Run 1, M2 wires:
Bar = 50 um.
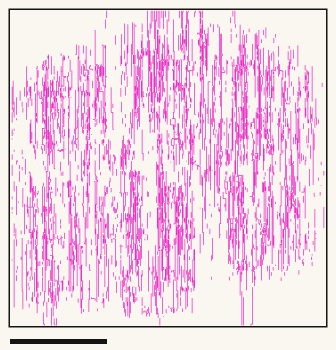
Run 1, M3 wires:
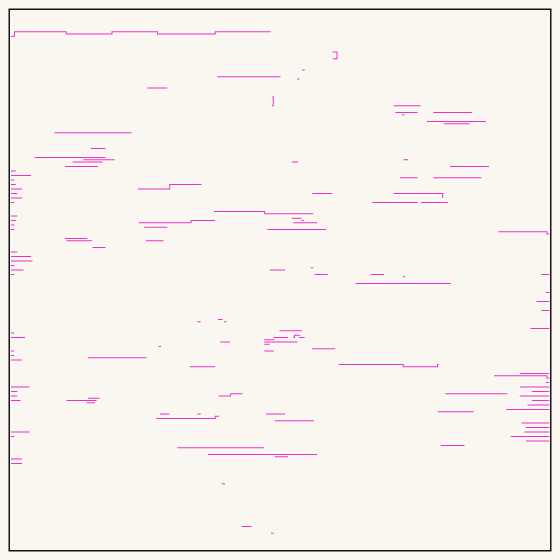
Run 1, power grid:
Bar = 50 um. Pins as bars on the die edge.
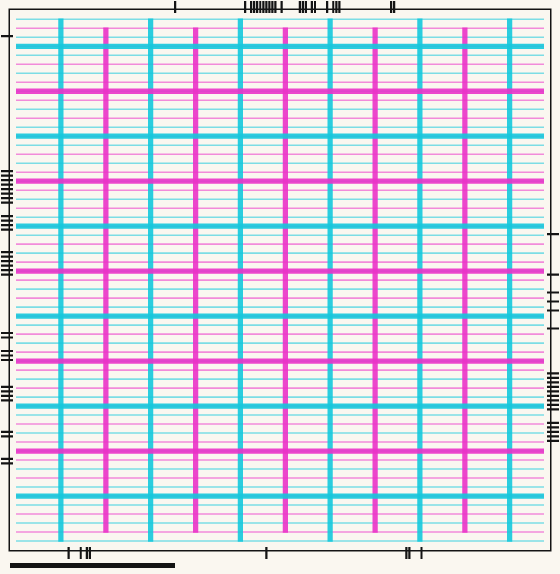
Run 1, clock wiring as the flow saved it:
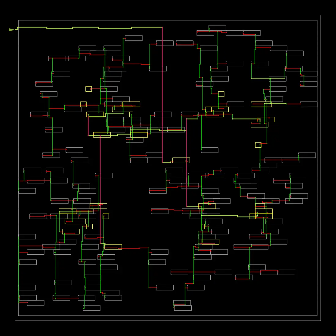
===== config.mk =====
export PLATFORM = sky130hd
export DESIGN_NAME = sm_step_multi
export DESIGN_NICKNAME = d
export VERILOG_FILES = /design/src/rtl/sm_step_multi.sv
export SDC_FILE = /design/constraint.sdc
export NUM_CORES = 1
export LEC_CHECK = 0
export ABC_AREA = 1
export CAP_MARGIN = 20
export CORE_MARGIN = 1.5
export CORE_UTILIZATION = 40
export CTS_CLUSTER_DIAMETER = 100
export CTS_CLUSTER_SIZE = 25
export DETAILED_ROUTE_END_ITERATION = 16
export GPL_TIMING_DRIVEN = 0
export HOLD_SLACK_MARGIN = 0.1
export PLACE_DENSITY = 0.58
export SLEW_MARGIN = 5
export SYNTH_ARGS = -nofsm -noshare
export SYNTH_HDL_FRONTEND = slang
export SYNTH_SLANG_ARGS = --single-unit
export TNS_END_PERCENT = 50

===== constraint.sdc =====
create_clock -name clk -period 6.3 [get_ports clk]
set_input_delay 0.63 -clock clk [delete_from_list [all_inputs] [get_ports clk]]
set_output_delay 0.63 -clock clk [all_outputs]
set_load 0.005 [all_outputs]

===== src/rtl/sm_step_multi.sv =====
// rtl/sm_step_multi.sv - multi-channel stepper step generator with pause, retime and abort
module sm_step_multi #(
    parameter int CH = 2,
    parameter int W  = 17,
    parameter int SW = 16,
    parameter int PW = 4
) (
    input  logic            clk,
    input  logic            rst,
    input  logic [CH-1:0]   load,
    input  logic [CH*W-1:0] period,
    input  logic [CH*SW-1:0] steps,
    input  logic [CH-1:0]   dir_in,
    input  logic [CH-1:0]   enable,
    input  logic            abort,
    output logic [CH-1:0]   step,
    output logic [CH-1:0]   dir,
    output logic [CH-1:0]   busy,
    output logic [CH-1:0]   done
);

    typedef enum logic [1:0] {S_IDLE, S_SETUP, S_RUN} state_t;

    // Shortest legal period leaves at least one low cycle after the pulse.
    localparam logic [W-1:0] PER_MIN = W'(PW + 1);
    localparam logic [W-1:0] PW_W    = W'(PW);

    for (genvar i = 0; i < CH; i++) begin : g_ch
        state_t          state_q, state_d;
        logic [W-1:0]    per_r_q, per_r_d;
        logic [W-1:0]    per_pend_q, per_pend_d;
        logic [W-1:0]    phase_q, phase_d;
        logic [SW-1:0]   rem_q, rem_d;
        logic            pend_q, pend_d;
        logic            dir_q, dir_d;
        logic            done_ev_q, done_ev_d;
        logic            step_d, busy_d;
        logic            step_q, busy_q, done_q, dir_o_q;
        logic [W-1:0]    per_in, per_eff;
        logic [SW-1:0]   steps_in;
        logic            hold;

        assign per_in   = period[i*W +: W];
        assign steps_in = steps[i*SW +: SW];
        assign per_eff  = (per_in < PER_MIN) ? PER_MIN : per_in;
        // Pause only takes effect on the first cycle of a period.
        assign hold     = (phase_q == '0) && !enable[i];

        // Next-state logic: load/retime, period counting, pause and abort.
        always_comb begin
            state_d    = state_q;
            per_r_d    = per_r_q;
            per_pend_d = per_pend_q;
            phase_d    = phase_q;
            rem_d      = rem_q;
            pend_d     = pend_q;
            dir_d      = dir_q;
            done_ev_d  = 1'b0;
            step_d     = 1'b0;
            busy_d     = (state_q != S_IDLE);
            if (abort) begin
                state_d = S_IDLE;
                pend_d  = 1'b0;
                phase_d = '0;
                busy_d  = 1'b0;
            end else begin
                case (state_q)
                    S_IDLE: begin
                        if (load[i]) begin
                            if (steps_in != '0) begin
                                per_r_d = per_eff;
                                rem_d   = steps_in;
                                dir_d   = dir_in[i];
                                pend_d  = 1'b0;
                                state_d = S_SETUP;
                            end else begin
                                done_ev_d = 1'b1;
                            end
                        end
                    end
                    S_SETUP: begin
                        if (load[i]) begin
                            per_pend_d = per_eff;
                            pend_d     = 1'b1;
                        end
                        phase_d = '0;
                        state_d = S_RUN;
                    end
                    S_RUN: begin
                        if (load[i]) begin
                            per_pend_d = per_eff;
                            pend_d     = 1'b1;
                        end
                        step_d = (phase_q < PW_W) && !hold;
                        if (hold) begin
                            phase_d = '0;
                        end else if (phase_q == per_r_q - W'(1)) begin
                            rem_d   = rem_q - SW'(1);
                            phase_d = '0;
                            if (load[i]) begin
                                per_r_d = per_eff;
                                pend_d  = 1'b0;
                            end else if (pend_q) begin
                                per_r_d = per_pend_q;
                                pend_d  = 1'b0;
                            end
                            if (rem_q == SW'(1)) begin
                                state_d   = S_IDLE;
                                pend_d    = 1'b0;
                                done_ev_d = 1'b1;
                            end
                        end else begin
                            phase_d = phase_q + W'(1);
                        end
                    end
                    default: state_d = S_IDLE;
                endcase
            end
        end

        // State and registered outputs; outputs trail the FSM by one cycle.
        always_ff @(posedge clk or posedge rst) begin
            if (rst) begin
                state_q    <= S_IDLE;
                per_r_q    <= '0;
                per_pend_q <= '0;
                phase_q    <= '0;
                rem_q      <= '0;
                pend_q     <= 1'b0;
                dir_q      <= 1'b0;
                done_ev_q  <= 1'b0;
                step_q     <= 1'b0;
                busy_q     <= 1'b0;
                done_q     <= 1'b0;
                dir_o_q    <= 1'b0;
            end else begin
                state_q    <= state_d;
                per_r_q    <= per_r_d;
                per_pend_q <= per_pend_d;
                phase_q    <= phase_d;
                rem_q      <= rem_d;
                pend_q     <= pend_d;
                dir_q      <= dir_d;
                done_ev_q  <= done_ev_d;
                step_q     <= step_d;
                busy_q     <= busy_d;
                done_q     <= done_ev_q;
                dir_o_q    <= dir_q;
            end
        end

        assign step[i] = step_q;
        assign busy[i] = busy_q;
        assign done[i] = done_q;
        assign dir[i]  = dir_o_q;
    end

endmodule


==> CHANGELOG.md, run 1 <==
### Changed

- Run status: finished clean
- MUX share of area: 0.00317
- VDD IR-drop max: 0.173 mV
- And+or+nand+nor area frac: 0.372
- H-Tree Depth: 4
- Setup crit end: g_ch[1].phase_q[14]
- Worst Hold End: g_ch[1].done_q
- Met2 usage: 0.368
- Clk root buf: clkbuf_16
- Post-DR wirelength/cell: 14.0 um
- Initial antenna violation count: 0
- Post-Syn Instances: 1503
- Yosys top cell by area: dfrtp_1
- Area leader share: 0.370
- Total net switching power: 1.84 mW
- Full die area: 26700 um^2
- Post-cts resize count: 0
- Utilization after layout: 0.483
- Largest Pwr Group: combinational cells
- Cell Chain, Critical Path: clkdlybuf4s50_1 > clkbuf_1 > inv_1 > nand3_1 > nand3_1 > clkbuf_1 > a21oi_1 > nand3_1 > o21ai_0
- Setup bufs post-CTS: 0
- Met2 wire len: 12900 um
- Synthesized area: 10300 um^2
- WP buf/inv: 4
- Dpl cell area: 11600 um^2
- Late-Pin Clk Latency: 0.43 ns
- Worst r2r src: g_ch[1].state_q[0]
- Number of synthesized register bits: 152
- Antenna-violating nets left: 0
- Highest metal used: met4
- Pint: 2.61 mW
- DR pass1 iterations: 5
- Met3 Use GR: 0.0287
- R2R Path End: g_ch[1].phase_q[14]
- Pins Over Slew Limit: 0
- Hold Slack: 0.348 ns
- Count of final hold-check violations: 0
- Yosys stat chip area: 10300 um^2
- CP Data Required Time: 6.63 ns
- Critical Path AT: 3.25 ns
- Residual DRC: 0
- Worst-path fanout max: 10
- Top cell excl fill/tap: nand2_1
- P&R area growth vs syn: 18.3%
- P per Cell Area: 366 nW/um^2
- Max Clk Rate: 343 MHz
- Net Count, Synth: 1596
- Most common cell type on the critical path: nand3_1
- Startpoint types: input pin
- Seq. pwr: 1.57 mW
- CTS tree: yes
- Max incr delay on CP: 0.56 ns
- Synth Seq Share: 0.370
- # rows: 58
- Worst Setup Slack, final: 3.38 ns
- Vias: 9715
- Yosys warns: 0
- Routed length on met1: 12900 um
- Number of global-route vias before repair: 9335
- Total Wirelength: 27300 um
- Die H: 163 um
- Number of enable flip-flop cells: 0
- Worst relative slew slack: 0.462
- Comb pwr: 1.81 mW
Notes on 'M2 wires' above:
nets with wire on the layer: 1264
main direction: vertical
share of all routed wire: 47%
wire length on this layer: 12900 um

Notes on 'M3 wires' above:
wire length on this layer: 964 um
longest straight run: 32.7 um
share of all routed wire: 3.5%

Notes on 'power grid' above:
[VSS] cyan
[VDD] magenta
met5 straps: 11
met1 rails: 59

Notes on 'clock wiring as the flow saved it' above:
final-layout clock buffer total: 19
Sinks on Clock Net: 152
CTS Buf Count: 17
Flop Count: 152

run 1: area by class of cell:
class | count | area (um^2) | area share
Tap cell | 330 | 413 | 0.0340
Multi-Input combinational cell | 1119 | 5500 | 0.452
Sequential cell | 152 | 3800 | 0.313
Buffer | 61 | 333 | 0.0274
Timing Repair Buffer | 84 | 856 | 0.0704
Inverter | 171 | 649 | 0.0534
Clock inverter | 12 | 165 | 0.0136
Clock buffer | 19 | 443 | 0.0364
run 1: sequential cells by signal (all words and copies together) (netlist names):
signal	cells
g_ch.busy_q	2
g_ch.dir_o_q	2
g_ch.dir_q	2
g_ch.done_ev_q	2
g_ch.done_q	2
g_ch.pend_q	2
g_ch.per_pend_q	34
g_ch.per_r_q	34
g_ch.phase_q	34
g_ch.rem_q	32
g_ch.state_q	4
g_ch.step_q	2
Run 1, wiring by layer:
Bar = 50 um. Two of the layers only.
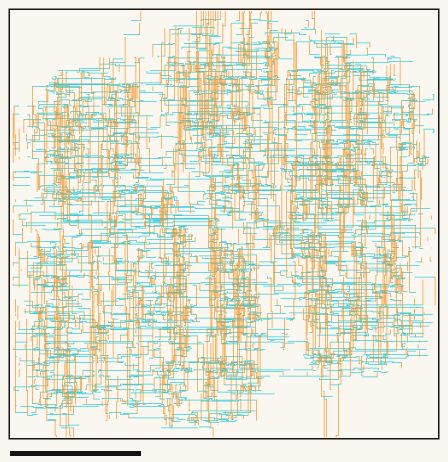

==> inputs of run 2 (changes only) <==
--- a/config.mk
+++ b/config.mk
@@ -14,7 +14,7 @@
 export DETAILED_ROUTE_END_ITERATION = 16
 export GPL_TIMING_DRIVEN = 0
 export HOLD_SLACK_MARGIN = 0.1
-export PLACE_DENSITY = 0.58
+export PLACE_DENSITY = 0.61
 export SLEW_MARGIN = 5
 export SYNTH_ARGS = -nofsm -noshare
 export SYNTH_HDL_FRONTEND = slang
==> constraint.sdc (replaced) <==
create_clock -name clk -period 2.4 [get_ports clk]
set_input_delay 0.24 -clock clk [delete_from_list [all_inputs] [get_ports clk]]
set_output_delay 0.24 -clock clk [all_outputs]
set_load 0.005 [all_outputs]
Run 2, wiring by layer:
Bar = 50 um. Two of the layers only.
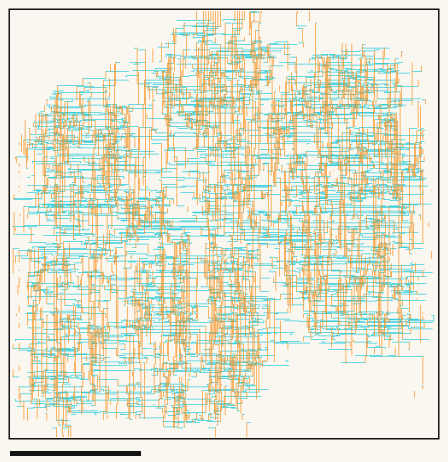
[M2] orange | wire length: 13000 um
[M1] cyan | wire length: 13500 um
Total Wirelength: 28200 um
post-DR wirelength/cell: 14.3 um
vias: 9948

==> CHANGELOG.md, run 2 <==
### Changed

- Nonclk buf count: 168 (+16%)
- # rows: 58 (unchanged)
- Full die area: 26700 um^2 (unchanged)
- Die H: 163 um (unchanged)
- Highest metal used: met5
- Late-Pin Clk Latency: 0.44 ns (about the same)
- Max Clk Rate: 434 MHz
- Met2 usage: 0.356 (-0.0125)
- Final clock-cell share: 0.0476 (-0.00237)
- CTS tree: yes
- Critical Path AT: 2.63 ns (-0.62 ns)
- CP Data Required Time: 2.73 ns (-3.90 ns)
- Well Taps: 330 (unchanged)
- Synthesized area: 10300 um^2 (unchanged)
- WP buf/inv: 2 (-2)
- Comb area share: 0.452 (about the same)
- Number of enable flip-flop cells: 0 (unchanged)
- Worst r2r src: g_ch[0].per_r_q[0]
- Synth Seq Share: 0.370 (unchanged)
- Yosys top cell by area: dfrtp_1
- Seq. pwr: 4.14 mW (+160%)
- Register area: 3800 um^2 (unchanged)
- VDD IR-drop max: 0.479 mV (+180%)
- Routed length on met1: 13500 um (+4.5%)
- Regs by FF count: g_ch.per_pend_q (34), g_ch.per_r_q (34), g_ch.phase_q (34)
- And+or+nand+nor area frac: 0.372 (unchanged)
- Worst Setup Slack, final: 0.0982 ns (-3.28 ns)
- Initial antenna violation count: 1 (+1)
- Total net switching power: 5.12 mW (+180%)
- #MultiIn Comb: 1120 (+0.089%)
- H-Tree Depth: 4 (unchanged)
- Leading cell kind: multi-input combinational cells
- Final-layout clock buffer total: 18 (-1)
- Count of final hold-check violations: 0 (unchanged)
- Startpoint types: flop
- CTS Buf Count: 17 (unchanged)
- Run status: finished clean
- Flop share of the area: 0.301 (-0.0117)
- R2R Path End: g_ch[0].per_r_q[10]
- Largest Pwr Group: combinational cells
- Sinks on Clock Net: 152 (unchanged)
- Setup bufs post-CTS: 8 (+8)
- Worst relative slew slack: 0.575 (+0.113)
- DR pass1 iterations: 5 (unchanged)
- P&R area growth vs syn: 22.9%
- Max incr delay on CP: 0.41 ns (-0.15 ns)
- Area leader share: 0.370 (unchanged)
- Clk root buf: clkbuf_16
- Non-Clock Inverter Count: 171 (unchanged)
- Number of global-route vias before repair: 9155 (-1.9%)
- Net Count, Synth: 1596 (unchanged)
- Residual DRC: 0 (unchanged)
- Dpl cell area: 11600 um^2 (+0.64%)
Run 2, M3 wires:
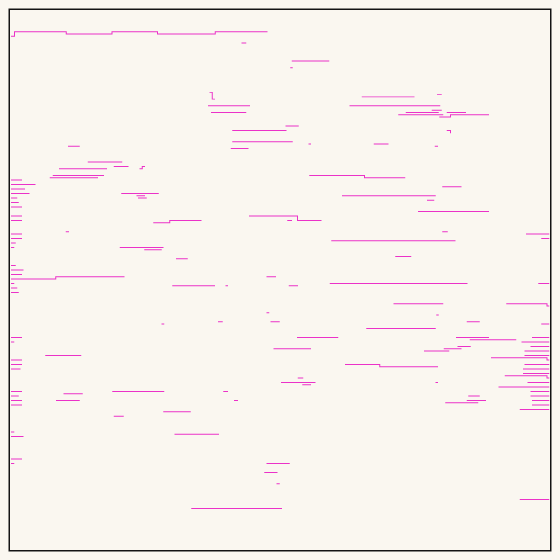
longest straight run: 41.4 um
share of all routed wire: 4.1%
nets with wire on the layer: 120
met3 Use GR: 0.0310

-- run 2: cell count changes in the layout (fill, tap and decap cells not counted), sizes merged --
| cell | change |
|---|---|
| clkinv | -3 |
| bufinv | -1 |
| nand2 | +1 |
| buf | +27 |
| inv | +1 |
| clkbuf | -5 |
| clkinvlp | +5 |
-- run 2: per-stage QoR --
step / hold slack (ns) / utilization
after global placement: 0.337 / 0.457
after global routing: 0.138 / 0.502
final: 0.121 / 0.502
after floorplan: 0.331 / -
after detailed placement: 0.336 / 0.462
after CTS: 0.118 / 0.489
-- run 2: logic make-up (layout without fill, tap and decap cells) --
family,count (synthesis),in the layout
simple gates,861,862
compound gates,189,189
xor+xnor,48,48
fa+ha+maj,18,18
mux,3,3
buf+inv,232,371
flops,152,152
Run 2, M2 wires:
Bar = 50 um.
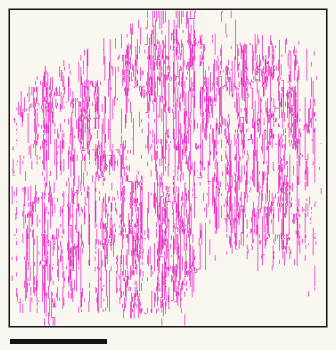

==> inputs of run 3 (changes only) <==
--- a/config.mk
+++ b/config.mk
@@ -15,6 +15,8 @@
 export GPL_TIMING_DRIVEN = 0
 export HOLD_SLACK_MARGIN = 0.1
 export PLACE_DENSITY = 0.61
+export SKIP_CTS_REPAIR_TIMING = 1
+export SKIP_LAST_GASP = 1
 export SLEW_MARGIN = 5
 export SYNTH_ARGS = -nofsm -noshare
 export SYNTH_HDL_FRONTEND = slang
Run 3, M2 wires:
Bar = 50 um.
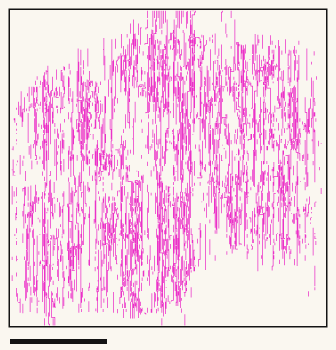
main direction: vertical
share of all routed wire: 47%
met2 usage: 0.352
vias: 10100
Total Wirelength: 28200 um

==> CHANGELOG.md, run 3 <==
### Changed

- Comb area share: 0.452 (-0.000605)
- Routed length on met1: 13300 um (-1.1%)
- Number of global-route vias before repair: 9103 (-0.57%)
- Largest Pwr Group: combinational cells
- Final clock-cell share: 0.0468 (-0.000802)
- Max incr delay on CP: 0.43 ns (+0.02 ns)
- Well Taps: 330 (unchanged)
- Count of final hold-check violations: 0 (unchanged)
- Yosys top cell by area: dfrtp_1
- Critical Path AT: 2.76 ns (+0.13 ns)
- Utilization after layout: 0.510 (+0.00860)
- Run status: complete, but fails checks
- Startpoint types: flop
- Worst Setup Slack, final: -0.0357 ns (-0.134 ns)
- Worst r2r src: g_ch[0].per_r_q[0]
- Number of enable flip-flop cells: 0 (unchanged)
- Max Clk Rate: 411 MHz (-5.5%)
- Synth Seq Share: 0.370 (unchanged)
- Late-Pin Clk Latency: 0.44 ns (about the same)
- WP buf/inv: 3 (+1)
- Seq. pwr: 4.18 mW (+1%)
- CP Data Required Time: 2.72 ns (about the same)
- Initial antenna violation count: 1 (unchanged)
- Met3 Use GR: 0.0310 (unchanged)
- Net Count, Synth: 1596 (unchanged)
- And+or+nand+nor area frac: 0.372 (unchanged)
- Violated checks: negative setup slack
- Total net switching power: 5.21 mW (+1.8%)
- Post-DR wirelength/cell: 14.2 um (-0.25%)
- Non-Clock Inverter Count: 171 (unchanged)
- Setup Viol. Count Final: 17
- R2R Path End: g_ch[0].per_r_q[0]
- Area leader share: 0.370 (unchanged)
- #MultiIn Comb: 1120 (unchanged)
- Dpl cell area: 11600 um^2 (unchanged)
- Hold Slack: 0.119 ns (-0.00188 ns)
- Die H: 163 um (unchanged)
- # rows: 58 (unchanged)
- CTS Buf Count: 17 (unchanged)
- Regs by FF count: g_ch.per_pend_q (34), g_ch.per_r_q (34), g_ch.phase_q (34)
- Synthesized area: 10300 um^2 (unchanged)
- Final-layout clock buffer total: 18 (unchanged)
- CTS tree: yes
Run 3, power grid:
Bar = 50 um. Pins as bars on the die edge.
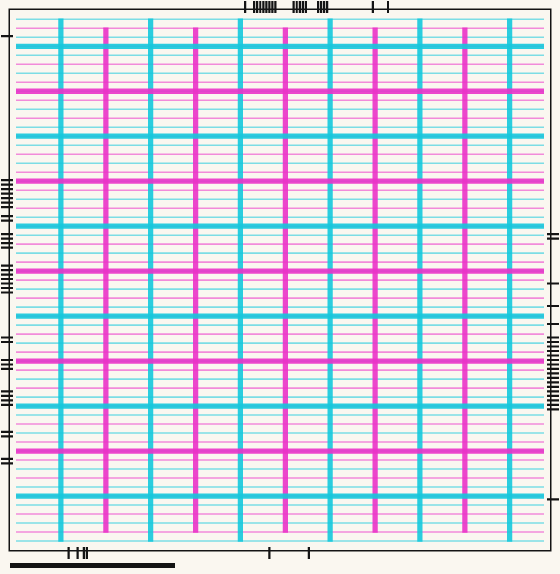
[VSS] cyan
[VDD] magenta
met5 straps: 11
signal pins: 83
met1 rails: 59
met4 straps: 11

## run 3: cell count changes in the layout (fill, tap and decap cells not counted), sizes merged
cell / change
nor2: +1
buf: +6
nand2: -1
clkbuf: +3
## run 3: worst min-delay path by stage
stage                            startpoint                   to  slack (ns)  cells past startpoint
after floorplan           g_ch[0].done_ev_q       g_ch[0].done_q        0.33                      0
after global routing                    rst  g_ch[0].per_r_q[11]        0.14                      2
after CTS                               rst  g_ch[0].per_r_q[11]        0.12                      2
final                                   rst  g_ch[0].phase_q[15]        0.12                      2
after global placement    g_ch[1].done_ev_q       g_ch[1].done_q        0.34                      0
after detailed placement  g_ch[1].done_ev_q       g_ch[1].done_q        0.34                      0
No activity file was given, so power comes from the tool's default toggle rates.
